**config.mk**
```make
export PLATFORM = sky130hd
export DESIGN_NAME = rv32im_decode_stage_flat
export DESIGN_NICKNAME = d
export VERILOG_FILES = /design/src/rtl/rv32im_decode_stage_if.sv /design/src/rtl/rv32im_decode_stage.sv /design/src/flat_wrapper.sv
export SDC_FILE = /design/constraint.sdc
export NUM_CORES = 1
export LEC_CHECK = 0
export ABC_CLOCK_PERIOD_IN_PS = 5200
export CELL_PAD_IN_SITES_DETAIL_PLACEMENT = 0
export CELL_PAD_IN_SITES_GLOBAL_PLACEMENT = 2
export CORE_ASPECT_RATIO = 0.8
export CORE_MARGIN = 5
export CORE_UTILIZATION = 29
export CTS_CLUSTER_SIZE = 14
export DETAILED_ROUTE_END_ITERATION = 8
export GPL_ROUTABILITY_DRIVEN = 0
export PLACE_DENSITY = 0.88
export SLEW_MARGIN = 40
export SYNTH_ARGS = -nofsm -noshare
export SYNTH_HDL_FRONTEND = slang
export SYNTH_SLANG_ARGS = --single-unit
```
**constraint.sdc**
```tcl
create_clock -name clk -period 5.2 [get_ports clk]
set_input_delay 0.52 -clock clk [delete_from_list [all_inputs] [get_ports clk]]
set_output_delay 0.52 -clock clk [all_outputs]
set_load 0.01 [all_outputs]
```
**src/rtl/rv32im_decode_stage_if.sv**
```systemverilog
// Bundle between IF/ID, the decode stage and EX: instruction handshake in, control word out.
interface rv32im_decode_stage_if;
    logic        instr_valid;
    logic [31:0] instruction;
    logic        busywait;
    logic        flush;
    logic        stall;
    logic        ctrl_valid;
    logic [4:0]  aluop;
    logic [2:0]  immsel;
    logic        alusrc_a;
    logic        alusrc_b;
    logic        memread;
    logic        memwrite;
    logic [2:0]  memsize;
    logic        regwrite;
    logic [1:0]  wbsel;
    logic        branch;
    logic [2:0]  brfunc;
    logic        jump;
    logic        jalr;
    logic        illegal;
    logic [4:0]  rd;
    logic [4:0]  rs1;
    logic [4:0]  rs2;

    modport master (
        output instr_valid, instruction, busywait, flush,
        input  stall, ctrl_valid, aluop, immsel, alusrc_a, alusrc_b, memread, memwrite,
               memsize, regwrite, wbsel, branch, brfunc, jump, jalr, illegal, rd, rs1, rs2
    );

    modport slave (
        input  instr_valid, instruction, busywait, flush,
        output stall, ctrl_valid, aluop, immsel, alusrc_a, alusrc_b, memread, memwrite,
               memsize, regwrite, wbsel, branch, brfunc, jump, jalr, illegal, rd, rs1, rs2
    );
endinterface

```
**src/rtl/rv32im_decode_stage.sv**
```systemverilog
// RV32IM decode stage: registered control word, illegal-instruction flag, and stall
// generation for outstanding memory accesses and multi-cycle MUL/DIV ops.
module rv32im_decode_stage #(
    parameter bit          M_EXT       = 1'b1,
    parameter int unsigned MUL_LATENCY = 1,
    parameter int unsigned DIV_LATENCY = 32,
    parameter int unsigned CNT_W       = 6
) (
    input logic                  clk,
    input logic                  reset,
    rv32im_decode_stage_if.slave bus
);

    localparam logic [6:0] OpLui    = 7'b0110111;
    localparam logic [6:0] OpAuipc  = 7'b0010111;
    localparam logic [6:0] OpJal    = 7'b1101111;
    localparam logic [6:0] OpJalr   = 7'b1100111;
    localparam logic [6:0] OpBranch = 7'b1100011;
    localparam logic [6:0] OpLoad   = 7'b0000011;
    localparam logic [6:0] OpStore  = 7'b0100011;
    localparam logic [6:0] OpImm    = 7'b0010011;
    localparam logic [6:0] OpReg    = 7'b0110011;

    localparam logic [4:0] AluAdd   = 5'd0;
    localparam logic [4:0] AluSub   = 5'd1;
    localparam logic [4:0] AluSll   = 5'd2;
    localparam logic [4:0] AluSlt   = 5'd3;
    localparam logic [4:0] AluSltu  = 5'd4;
    localparam logic [4:0] AluXor   = 5'd5;
    localparam logic [4:0] AluSrl   = 5'd6;
    localparam logic [4:0] AluSra   = 5'd7;
    localparam logic [4:0] AluOr    = 5'd8;
    localparam logic [4:0] AluAnd   = 5'd9;
    localparam logic [4:0] AluPassB = 5'd10;
    localparam logic [4:0] AluMul   = 5'd11;
    localparam logic [4:0] AluMulhu = 5'd14;
    localparam logic [4:0] AluDiv   = 5'd15;
    localparam logic [4:0] AluRemu  = 5'd18;

    localparam logic [2:0] ImmI = 3'd1;
    localparam logic [2:0] ImmS = 3'd2;
    localparam logic [2:0] ImmB = 3'd3;
    localparam logic [2:0] ImmU = 3'd4;
    localparam logic [2:0] ImmJ = 3'd5;

    localparam logic [6:0] F7Zero = 7'b0000000;
    localparam logic [6:0] F7Alt  = 7'b0100000;
    localparam logic [6:0] F7Mext = 7'b0000001;

    typedef struct packed {
        logic       valid;
        logic [4:0] aluop;
        logic [2:0] immsel;
        logic       alusrc_a;
        logic       alusrc_b;
        logic       memread;
        logic       memwrite;
        logic [2:0] memsize;
        logic       regwrite;
        logic [1:0] wbsel;
        logic       branch;
        logic [2:0] brfunc;
        logic       jump;
        logic       jalr;
        logic       illegal;
        logic [4:0] rd;
        logic [4:0] rs1;
        logic [4:0] rs2;
    } ctrl_t;

    typedef enum logic [1:0] {StRun, StMemWait, StMdWait} state_e;

    state_e           state_q, state_d;
    logic [CNT_W-1:0] cnt_q, cnt_d;
    ctrl_t            ctrl_q, ctrl_d;
    ctrl_t            raw, dec;
    logic             dec_ok;
    logic             stall, flush_eff, accept;
    logic             is_mem, is_mul, is_div;

    logic [6:0] opcode, f7;
    logic [2:0] f3;

    assign opcode = bus.instruction[6:0];
    assign f3     = bus.instruction[14:12];
    assign f7     = bus.instruction[31:25];

    always_comb begin
        raw          = '0;
        dec_ok       = 1'b1;
        raw.valid    = 1'b1;
        raw.rd       = bus.instruction[11:7];
        raw.rs1      = bus.instruction[19:15];
        raw.rs2      = bus.instruction[24:20];
        case (opcode)
            OpLui: begin
                raw.aluop    = AluPassB;
                raw.immsel   = ImmU;
                raw.alusrc_b = 1'b1;
                raw.regwrite = 1'b1;
            end
            OpAuipc: begin
                raw.aluop    = AluAdd;
                raw.immsel   = ImmU;
                raw.alusrc_a = 1'b1;
                raw.alusrc_b = 1'b1;
                raw.regwrite = 1'b1;
            end
            OpJal: begin
                raw.jump     = 1'b1;
                raw.immsel   = ImmJ;
                raw.alusrc_a = 1'b1;
                raw.alusrc_b = 1'b1;
                raw.wbsel    = 2'd2;
                raw.regwrite = 1'b1;
            end
            OpJalr: begin
                dec_ok       = (f3 == 3'b000);
                raw.jalr     = 1'b1;
                raw.immsel   = ImmI;
                raw.alusrc_b = 1'b1;
                raw.wbsel    = 2'd2;
                raw.regwrite = 1'b1;
            end
            OpBranch: begin
                dec_ok     = (f3 != 3'b010) && (f3 != 3'b011);
                raw.aluop  = AluSub;
                raw.immsel = ImmB;
                raw.branch = 1'b1;
                raw.brfunc = f3;
            end
            OpLoad: begin
                dec_ok       = (f3 != 3'b011) && (f3 != 3'b110) && (f3 != 3'b111);
                raw.immsel   = ImmI;
                raw.alusrc_b = 1'b1;
                raw.memread  = 1'b1;
                raw.memsize  = f3;
                raw.wbsel    = 2'd1;
                raw.regwrite = 1'b1;
            end
            OpStore: begin
                dec_ok       = (f3 == 3'b000) || (f3 == 3'b001) || (f3 == 3'b010);
                raw.immsel   = ImmS;
                raw.alusrc_b = 1'b1;
                raw.memwrite = 1'b1;
                raw.memsize  = f3;
            end
            OpImm: begin
                raw.immsel   = ImmI;
                raw.alusrc_b = 1'b1;
                raw.regwrite = 1'b1;
                case (f3)
                    3'b000: raw.aluop = AluAdd;
                    3'b001: begin
                        raw.aluop = AluSll;
                        dec_ok    = (f7 == F7Zero);
                    end
                    3'b010: raw.aluop = AluSlt;
                    3'b011: raw.aluop = AluSltu;
                    3'b100: raw.aluop = AluXor;
                    3'b101: begin
                        raw.aluop = (f7 == F7Alt) ? AluSra : AluSrl;
                        dec_ok    = (f7 == F7Zero) || (f7 == F7Alt);
                    end
                    3'b110: raw.aluop = AluOr;
                    default: raw.aluop = AluAnd;
                endcase
            end
            OpReg: begin
                raw.regwrite = 1'b1;
                if (f7 == F7Zero) begin
                    case (f3)
                        3'b000: raw.aluop = AluAdd;
                        3'b001: raw.aluop = AluSll;
                        3'b010: raw.aluop = AluSlt;
                        3'b011: raw.aluop = AluSltu;
                        3'b100: raw.aluop = AluXor;
                        3'b101: raw.aluop = AluSrl;
                        3'b110: raw.aluop = AluOr;
                        default: raw.aluop = AluAnd;
                    endcase
                end else if (f7 == F7Alt && f3 == 3'b000) begin
                    raw.aluop = AluSub;
                end else if (f7 == F7Alt && f3 == 3'b101) begin
                    raw.aluop = AluSra;
                end else if (f7 == F7Mext && M_EXT) begin
                    // MUL..REMU are contiguous codes ordered by func3.
                    raw.aluop = AluMul + {2'b00, f3};
                end else begin
                    dec_ok = 1'b0;
                end
            end
            default: dec_ok = 1'b0;
        endcase
    end

    always_comb begin
        dec = raw;
        if (!dec_ok) begin
            dec         = '0;
            dec.valid   = 1'b1;
            dec.illegal = 1'b1;
            dec.rd      = raw.rd;
            dec.rs1     = raw.rs1;
            dec.rs2     = raw.rs2;
        end else if (raw.rd == 5'd0) begin
            dec.regwrite = 1'b0;
        end
    end

    assign is_mem = dec.memread | dec.memwrite;
    assign is_mul = (dec.aluop >= AluMul) && (dec.aluop <= AluMulhu);
    assign is_div = (dec.aluop >= AluDiv) && (dec.aluop <= AluRemu);

    always_comb begin
        state_d   = state_q;
        cnt_d     = cnt_q;
        ctrl_d    = ctrl_q;
        stall     = 1'b0;
        unique case (state_q)
            StMemWait: stall = bus.busywait;
            StMdWait:  stall = (cnt_q != '0);
            default:   stall = 1'b0;
        endcase
        // An issued memory op cannot be cancelled until the memory releases it.
        flush_eff = bus.flush && !(state_q == StMemWait && bus.busywait);
        accept    = bus.instr_valid && !stall && !bus.flush;

        if (flush_eff) begin
            state_d = StRun;
            cnt_d   = '0;
            ctrl_d  = '0;
        end else if (accept) begin
            ctrl_d  = dec;
            state_d = StRun;
            cnt_d   = '0;
            if (is_mem) begin
                state_d = StMemWait;
            end else if (is_mul && MUL_LATENCY > 1) begin
                state_d = StMdWait;
                cnt_d   = CNT_W'(MUL_LATENCY - 1);
            end else if (is_div && DIV_LATENCY > 1) begin
                state_d = StMdWait;
                cnt_d   = CNT_W'(DIV_LATENCY - 1);
            end
        end else if (stall) begin
            if (state_q == StMdWait) begin
                cnt_d = cnt_q - CNT_W'(1);
            end
        end else begin
            state_d = StRun;
            cnt_d   = '0;
            ctrl_d  = '0;
        end
    end

    always_ff @(posedge clk) begin
        if (!reset) begin
            state_q <= StRun;
            cnt_q   <= '0;
            ctrl_q  <= '0;
        end else begin
            state_q <= state_d;
            cnt_q   <= cnt_d;
            ctrl_q  <= ctrl_d;
        end
    end

    assign bus.stall      = stall;
    assign bus.ctrl_valid = ctrl_q.valid;
    assign bus.aluop      = ctrl_q.aluop;
    assign bus.immsel     = ctrl_q.immsel;
    assign bus.alusrc_a   = ctrl_q.alusrc_a;
    assign bus.alusrc_b   = ctrl_q.alusrc_b;
    assign bus.memread    = ctrl_q.memread;
    assign bus.memwrite   = ctrl_q.memwrite;
    assign bus.memsize    = ctrl_q.memsize;
    assign bus.regwrite   = ctrl_q.regwrite;
    assign bus.wbsel      = ctrl_q.wbsel;
    assign bus.branch     = ctrl_q.branch;
    assign bus.brfunc     = ctrl_q.brfunc;
    assign bus.jump       = ctrl_q.jump;
    assign bus.jalr       = ctrl_q.jalr;
    assign bus.illegal    = ctrl_q.illegal;
    assign bus.rd         = ctrl_q.rd;
    assign bus.rs1        = ctrl_q.rs1;
    assign bus.rs2        = ctrl_q.rs2;

endmodule

```
**src/flat_wrapper.sv**
```systemverilog
// flat-port wrapper written by rule: the top's interface ports become plain ports
module rv32im_decode_stage_flat 
#(
    parameter bit          M_EXT       = 1'b1,
    parameter int unsigned MUL_LATENCY = 1,
    parameter int unsigned DIV_LATENCY = 32,
    parameter int unsigned CNT_W       = 6
)
  (clk, reset, bus_instr_valid, bus_instruction, bus_busywait, bus_flush, bus_stall, bus_ctrl_valid, bus_aluop, bus_immsel, bus_alusrc_a, bus_alusrc_b, bus_memread, bus_memwrite, bus_memsize, bus_regwrite, bus_wbsel, bus_branch, bus_brfunc, bus_jump, bus_jalr, bus_illegal, bus_rd, bus_rs1, bus_rs2);
  rv32im_decode_stage_if bus_i ();
  input logic clk;
  input logic reset;
  input wire logic [$bits(bus_i.instr_valid)-1:0] bus_instr_valid;
  input wire logic [$bits(bus_i.instruction)-1:0] bus_instruction;
  input wire logic [$bits(bus_i.busywait)-1:0] bus_busywait;
  input wire logic [$bits(bus_i.flush)-1:0] bus_flush;
  output wire logic [$bits(bus_i.stall)-1:0] bus_stall;
  output wire logic [$bits(bus_i.ctrl_valid)-1:0] bus_ctrl_valid;
  output wire logic [$bits(bus_i.aluop)-1:0] bus_aluop;
  output wire logic [$bits(bus_i.immsel)-1:0] bus_immsel;
  output wire logic [$bits(bus_i.alusrc_a)-1:0] bus_alusrc_a;
  output wire logic [$bits(bus_i.alusrc_b)-1:0] bus_alusrc_b;
  output wire logic [$bits(bus_i.memread)-1:0] bus_memread;
  output wire logic [$bits(bus_i.memwrite)-1:0] bus_memwrite;
  output wire logic [$bits(bus_i.memsize)-1:0] bus_memsize;
  output wire logic [$bits(bus_i.regwrite)-1:0] bus_regwrite;
  output wire logic [$bits(bus_i.wbsel)-1:0] bus_wbsel;
  output wire logic [$bits(bus_i.branch)-1:0] bus_branch;
  output wire logic [$bits(bus_i.brfunc)-1:0] bus_brfunc;
  output wire logic [$bits(bus_i.jump)-1:0] bus_jump;
  output wire logic [$bits(bus_i.jalr)-1:0] bus_jalr;
  output wire logic [$bits(bus_i.illegal)-1:0] bus_illegal;
  output wire logic [$bits(bus_i.rd)-1:0] bus_rd;
  output wire logic [$bits(bus_i.rs1)-1:0] bus_rs1;
  output wire logic [$bits(bus_i.rs2)-1:0] bus_rs2;
  assign bus_i.instr_valid = bus_instr_valid;
  assign bus_i.instruction = bus_instruction;
  assign bus_i.busywait = bus_busywait;
  assign bus_i.flush = bus_flush;
  assign bus_stall = bus_i.stall;
  assign bus_ctrl_valid = bus_i.ctrl_valid;
  assign bus_aluop = bus_i.aluop;
  assign bus_immsel = bus_i.immsel;
  assign bus_alusrc_a = bus_i.alusrc_a;
  assign bus_alusrc_b = bus_i.alusrc_b;
  assign bus_memread = bus_i.memread;
  assign bus_memwrite = bus_i.memwrite;
  assign bus_memsize = bus_i.memsize;
  assign bus_regwrite = bus_i.regwrite;
  assign bus_wbsel = bus_i.wbsel;
  assign bus_branch = bus_i.branch;
  assign bus_brfunc = bus_i.brfunc;
  assign bus_jump = bus_i.jump;
  assign bus_jalr = bus_i.jalr;
  assign bus_illegal = bus_i.illegal;
  assign bus_rd = bus_i.rd;
  assign bus_rs1 = bus_i.rs1;
  assign bus_rs2 = bus_i.rs2;
  rv32im_decode_stage #(.M_EXT(M_EXT), .MUL_LATENCY(MUL_LATENCY), .DIV_LATENCY(DIV_LATENCY), .CNT_W(CNT_W)) u_core (.clk(clk), .reset(reset), .bus(bus_i));
endmodule
```
==> run summary <==
final period utilization - 64.40%
comb area leader - AND-OR/OR-AND gates
cell family with most CP delay - AND-OR/OR-AND gates
met2 wire len - 3711 µm
hold_ws - 0.4559 ns
DRT antenna net count - 0
Layout Cell Area excl Fill - 0.003736 mm²
Startpoint Class - input port
Die Y - 96.43 µm
CP arrival - 3.54 ns
max_slew headroom - 55.02%
dpl hpwl - 6349 µm
die width - 118.0 µm
internal power - 611.4 µW
hold buffer count at cts - 0
Post-Syn Instances - 328
routed wire length - 8720 µm
H-tree depth - 2
gr ovfl total - 0
Peak VDD IR - 0.0001385 V
Comb power frac - 13.0%
beginning of the critical path - bus_instruction[12]
Clk. pwr - 336 µW
power share of the clock group - 41.4%
met3 usage in global routing - 4.831%
Stages on worst setup path - 9
kind of critical path - in2reg
RSZ-0062 raised after global routing - no
M1 WL - 4322 µm
Syn. warnings - 0
FF-to-FF Start - u_core.state_q[0]
Mux area share - 0.7394%
Seq group - 371 µW
vias in the first global route - 2709
Max-area cell share - 35.49%
# IOs - 79
total iterations of the first detailed-routing run - 5
Diodes inserted - 0
Critical Path RT - 5.39 ns
syn avg cell area - 8.255 µm²
dpl cells - 503
status - finished, final reports clean
Synth area leaders - dfxtp_1, nor2_1, a22oi_1
TritonCTS clock tree - done
clk_lat worst skew - 0.29 ns
Iteration-0 DRC Markers - 243
post-synth top area cell - dfxtp_1
Sequential Power Share - 45.7%
Max Cap Viol - 0
worst r2r path cells - 8
Adder Area Share - 4.159%
Synth top cells by count - dfxtp_1, nor2_1, nand2_1
Fin Setup TNS - 0 ns
via/cell ratio - 5.411
Unique masters post-synth - 65
Worst-path clk slew - 0.06 ns
Die ar. - 0.01138 mm²
Clock Sinks - 48
CTS buffer count - 5
CP cell instances - clkdlybuf4s50_1 > inv_1 > ha_1 > o21ba_2 > o311ai_0 > a221oi_1 > o31ai_1 > nand2_1 > a221oi_1
first-pass GRT wire length - 14150 µm
Hold Path Cell Cnt - 2
area delta synth->final - 37.99%
Fmax - 298.6 MHz
PD cells - 217.4 mW/mm²
Cell Area, Placed - 0.003583 mm²
fraction of layout cells with a size suffix above 1 - 6.061%
Site Rows - 31
largest net degree at the start of global routing - 45
cell repeated most along the worst path - a221oi_1
max reg flops - 6
grt peak-use layer - met2
Pwr top - registers
[through the flow]
stage	total power, µW	util (%)
after floorplan	429.9	-
after global routing	845.6	41.16
final	812.2	41.16
after global placement	483.8	39.43
after CTS	819.6	41.16
after detailed placement	483.6	39.48
[area by class of cell]
class	count	share of cell area [%]
well taps	115	3.851
clock buffers	6	3.717
multi-input cells	246	43.44
inverters	12	1.206
flip-flops and latches	48	25.72
repair buffers	82	21.70
clock inverters	2	0.3684
[kinds of logic (layout without fill, tap and decap cells)]
family | Yosys count | after routing
xor+xnor | 4 | 4
fa+ha+maj | 9 | 9
mux | 2 | 2
buf+inv | 34 | 102
simple gates | 128 | 128
compound gates | 103 | 103
flops | 48 | 48
placed.png
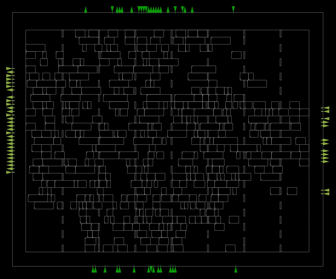
Flops: 48
final cell count without fillers: 511

route_heat.png
The die is cut into 24 by 19 equal tiles; dark blue is low, red is high, scaled to the fullest tile. Values are wire area over tile area, all layers added.
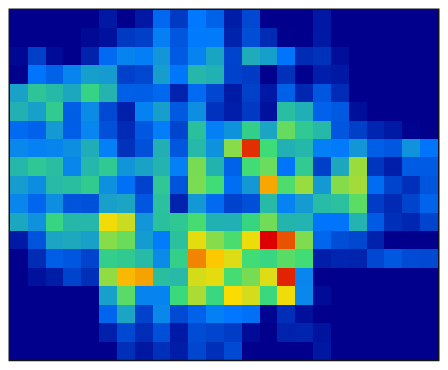
mean over tiles	0.12
emptiest ninth of the die	north-east
tiles over half the peak	11%
nearly empty tiles	26%
densest ninth of the die	centre
fullest tile	0.55
WL/cell: 17.06 µm
Vias: 2765

No activity file was given, so power comes from the tool's default toggle rates.
